File: src/rtl/wb_timer_pkg.sv
// Shared definitions for the Wishbone timer: register map, CTRL bit layout,
// reset constants and the byte-lane write-merge helper.
package wb_timer_pkg;

  typedef enum logic [1:0] {
    REG_CTRL     = 2'd0,
    REG_PRESCALE = 2'd1,
    REG_COUNT    = 2'd2,
    REG_COMPARE  = 2'd3
  } reg_e;

  localparam int CTRL_EN       = 0;
  localparam int CTRL_IRQ_EN   = 1;
  localparam int CTRL_AUTO_RLD = 2;
  localparam int CTRL_PEND     = 8;

  localparam logic [31:0] COMPARE_RST = 32'hFFFF_FFFF;

  // Merge write data into an existing 32-bit value, one byte per strobe.
  function automatic logic [31:0] apply_sel(input logic [31:0] old_v,
                                            input logic [31:0] wr_v,
                                            input logic [3:0]  sel);
    logic [31:0] res;
    res = old_v;
    for (int b = 0; b < 4; b++)
      if (sel[b]) res[8*b +: 8] = wr_v[8*b +: 8];
    return res;
  endfunction

endpackage

File: src/rtl/wb_timer_prescaler.sv
// Tick generator: one tick every (prescale+1) enabled cycles; the counter
// restarts from zero while disabled or on clear.
module timer_prescaler #(
  parameter int prescale_width = 16
) (
  input  logic                      clock,
  input  logic                      reset,
  input  logic                      enable,
  input  logic                      clear,
  input  logic [prescale_width-1:0] prescale,
  output logic                      tick
);

  logic [prescale_width-1:0] cnt_q, cnt_d;

  assign tick = enable & ~clear & (cnt_q == prescale);

  always_comb begin
    cnt_d = cnt_q + 1'b1;
    if (!enable || clear || tick) cnt_d = '0;
  end

  always_ff @(posedge clock or negedge reset) begin
    if (!reset) cnt_q <= '0;
    else        cnt_q <= cnt_d;
  end

endmodule

File: src/rtl/wb_timer.sv
// Wishbone classic timer slave (sits on the xbar next to wb2uart, irq to core).
// Optional auto-reload on compare match is built when WB_TIMER_AUTO_RELOAD_EN is defined.
module wb_timer
  import wb_timer_pkg::*;
#(
  parameter int addr_width     = 32,
  parameter int data_width     = 32,
  parameter int prescale_width = 16
) (
  input  logic                    clock,
  input  logic                    reset,
  input  logic                    wb_cyc,
  input  logic                    wb_stb,
  input  logic                    wb_we,
  input  logic [addr_width-1:0]   wb_adr,
  input  logic [data_width-1:0]   wb_dat_i,
  input  logic [data_width/8-1:0] wb_sel,
  output logic [data_width-1:0]   wb_dat_o,
  output logic                    wb_ack,
  output logic                    irq
);

  logic                      ack_q, ack_d;
  logic [data_width-1:0]     dat_q, dat_d;
  logic                      en_q, en_d;
  logic                      irq_en_q, irq_en_d;
  logic                      pend_q, pend_d;
  logic [prescale_width-1:0] prescale_q, prescale_d;
  logic [31:0]               count_q, count_d;
  logic [31:0]               compare_q, compare_d;
  logic [data_width-1:0]     rdata;
  logic                      ar_q;

  logic unused_adr;
  assign unused_adr = ^{wb_adr[addr_width-1:4], wb_adr[1:0]};

  reg_e reg_sel;
  assign reg_sel = reg_e'(wb_adr[3:2]);

  // A request is acked one cycle after it is seen; writes land on the ack edge.
  logic acc, wr, wr_ctrl, wr_presc, wr_count, wr_cmp;
  assign acc      = wb_cyc & wb_stb;
  assign ack_d    = acc & ~ack_q;
  assign wr       = ack_q & acc & wb_we;
  assign wr_ctrl  = wr && (reg_sel == REG_CTRL);
  assign wr_presc = wr && (reg_sel == REG_PRESCALE);
  assign wr_count = wr && (reg_sel == REG_COUNT);
  assign wr_cmp   = wr && (reg_sel == REG_COMPARE);

  logic tick, match;

  timer_prescaler #(.prescale_width(prescale_width)) u_presc (
    .clock   (clock),
    .reset   (reset),
    .enable  (en_q),
    .clear   (wr_presc),
    .prescale(prescale_q),
    .tick    (tick)
  );

  assign match = tick & (count_q == compare_q);

`ifdef WB_TIMER_AUTO_RELOAD_EN
  logic ar_d;
  always_comb begin
    ar_d = ar_q;
    if (wr_ctrl && wb_sel[0]) ar_d = wb_dat_i[CTRL_AUTO_RLD];
  end

  always_ff @(posedge clock or negedge reset) begin
    if (!reset) ar_q <= 1'b0;
    else        ar_q <= ar_d;
  end
`else
  assign ar_q = 1'b0;
`endif

  always_comb begin
    rdata = '0;
    case (reg_sel)
      REG_CTRL:     rdata = {23'd0, pend_q, 5'd0, ar_q, irq_en_q, en_q};
      REG_PRESCALE: rdata = 32'(prescale_q);
      REG_COUNT:    rdata = count_q;
      REG_COMPARE:  rdata = compare_q;
      default:      rdata = '0;
    endcase
  end

  always_comb begin
    en_d       = en_q;
    irq_en_d   = irq_en_q;
    pend_d     = pend_q;
    prescale_d = prescale_q;
    compare_d  = compare_q;
    count_d    = count_q;
    dat_d      = ack_d ? rdata : '0;

    if (wr_ctrl && wb_sel[0]) begin
      en_d     = wb_dat_i[CTRL_EN];
      irq_en_d = wb_dat_i[CTRL_IRQ_EN];
    end
    if (wr_presc)
      prescale_d = prescale_width'(apply_sel(32'(prescale_q), wb_dat_i, wb_sel));
    if (wr_cmp)
      compare_d = apply_sel(compare_q, wb_dat_i, wb_sel);

    // Software write to COUNT wins over a same-cycle tick.
    if (wr_count)   count_d = apply_sel(count_q, wb_dat_i, wb_sel);
    else if (tick)  count_d = (ar_q && match) ? 32'd0 : count_q + 32'd1;

    // A match in the same cycle as a W1C keeps pending set.
    if (match)                                          pend_d = 1'b1;
    else if (wr_ctrl && wb_sel[1] && wb_dat_i[CTRL_PEND]) pend_d = 1'b0;
  end

  always_ff @(posedge clock or negedge reset) begin
    if (!reset) begin
      ack_q      <= 1'b0;
      dat_q      <= '0;
      en_q       <= 1'b0;
      irq_en_q   <= 1'b0;
      pend_q     <= 1'b0;
      prescale_q <= '0;
      count_q    <= '0;
      compare_q  <= COMPARE_RST;
    end else begin
      ack_q      <= ack_d;
      dat_q      <= dat_d;
      en_q       <= en_d;
      irq_en_q   <= irq_en_d;
      pend_q     <= pend_d;
      prescale_q <= prescale_d;
      count_q    <= count_d;
      compare_q  <= compare_d;
    end
  end

  assign wb_ack   = ack_q;
  assign wb_dat_o = dat_q;
  assign irq      = pend_q & irq_en_q;

endmodule

File: config.mk
export PLATFORM = sky130hd
export DESIGN_NAME = wb_timer
export DESIGN_NICKNAME = d
export VERILOG_FILES = /design/src/rtl/wb_timer_pkg.sv /design/src/rtl/wb_timer_prescaler.sv /design/src/rtl/wb_timer.sv
export SDC_FILE = /design/constraint.sdc
export NUM_CORES = 1
export LEC_CHECK = 0
export ABC_CLOCK_PERIOD_IN_PS = 3900
export CAP_MARGIN = 40
export CORE_MARGIN = 3
export CORE_UTILIZATION = 56
export CTS_BUF_LIST = sky130_fd_sc_hd__clkbuf_8
export CTS_CLUSTER_DIAMETER = 200
export DETAILED_ROUTE_END_ITERATION = 8
export PLACE_DENSITY = 0.87
export REMOVE_ABC_BUFFERS = 1
export SYNTH_ARGS = -nofsm -noshare
export SYNTH_HDL_FRONTEND = slang
export SYNTH_HIERARCHICAL = 1
export SYNTH_SLANG_ARGS = --single-unit
File: constraint.sdc
create_clock -name clock -period 3.9 [get_ports clock]
set_input_delay 0.78 -clock clock [delete_from_list [all_inputs] [get_ports clock]]
set_output_delay 0.78 -clock clock [all_outputs]
set_load 0.1 [all_outputs]
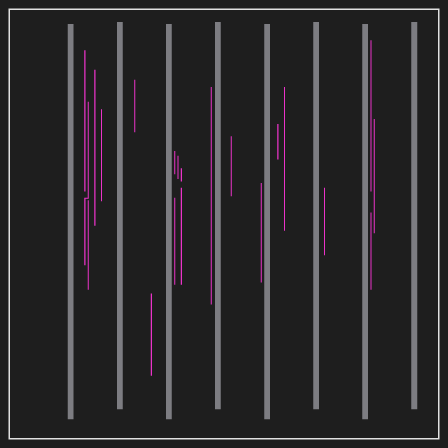
m4.png
Supply wires on this layer in gray.
nets with wire on the layer: 17
main direction: vertical
share of all routed wire: 2.8%

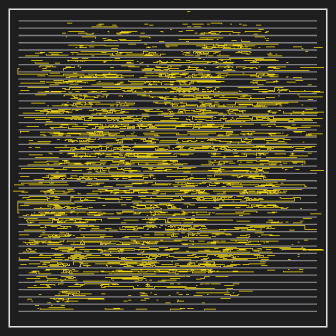
m1.png
Supply wires on this layer in gray.
wire length on this layer: 7760 um
longest straight run: 51.5 um
share of all routed wire: 39%
main direction: horizontal
wirelength, routed: 19700 um
via count: 5681
global-route met1 utilization: 0.368

==> flow_summary.ini <==
; yosys + openroad results
[cells_and_area]
layout-drive-gt1-share = 0.273
syn_to_final_growth_pct = 25.4
finalNetCount = 816
antenna_cells = 0
design_area_sq_um = 8860

[critical_path]
crit_slowest_cell = nor4_1
crit_family = simple AND/OR/NAND/NOR gates
r2r_cells = 10
crit_chain = xnor2_1 > nand4_1 > nor4_4 > buf_4 > nor2b_1 > and3_1 > nand2_2 > nor4_1 > a211oi_1 > nor3_1
worstSetupStartpointType = flop
reg2reg_from = u_presc/cnt_q[10]
arrival_ps = 3570
cp_num_cells = 10
crit_fanout = 17

[sta]
skew_ps = 16.8
fin_ws_ps = 717
rsz0062_at_grt = no
drv_slew = 0
final_hold_viol_count = 0

[pwr]
powerClk_uw = 1250
switching_share = 0.296
p_comb_uw = 618
ir_drop_mv = 0.347

[logic_synthesis]
top_area_cell = dfrtp_1
synth_warnings = 6
mappedNetlistArea_sq_um = 7070
flop_cell = dfrtp_1
yosys-stat-area_sq_um = 7070
top_cells_by_area = dfrtp_1 (35%), dfstp_2 (12%), mux2_2 (9.9%)
ys_sh_aoi = 0.0954
adder_share = 0.00354
ys_sh_xor = 0.0756

[clocking]
ctsResizeCount = 0
clk_path_buf_depth = 2
post-cts-setup-buffers = 0

[detailed_routing]
met1_length_um = 7760
dr_wl_met3_um = 1540
dr_wl_met2_um = 9840
routed.top_layer = met4
drt_first_iter_violations = 437

[placement]
placed_cell_area_sq_um = 8430
place_ws_ps = 320
port_buffers = 76
dp_hpwl_um = 14300

[floorplanning]
dieWidth_um = 118
core-area_sq_um = 12200
die_area_sq_um = 14000
boundaryPins = 107

[min_path]
hp-class = in -> async

[status]
outcome = completed
==> cells in the mapped netlist, types with 10 or more instances <==
cell type	instances
a211oi_1	12
nand2_1	40
dfrtp_1	100
buf_2	13
mux2i_1	18
dfstp_2	32
nand3_1	18
mux2_2	62
a21oi_1	12
and3_1	10
a22oi_1	13
xor2_1	19
xnor2_1	42
nand4_1	19
nor3_1	27
nor4_1	11
clkbuf_1	15
nor2_1	56
==> layout make-up <==
type	instances	area (sq um)
well taps	168	210
clock buffers	22	303
fillers	870	3300
flip-flops and latches	132	3340
multi-input cells	463	3490
inverters	5	18.8
repair buffers	122	1370
clock inverters	10	129
==> routing by layer <==
layer	up-vias	track usage
li1	2543	-
met1	2801	0.368
met2	289	0.487
met3	48	0.0699
met4	0	0.0967
met5	-	0
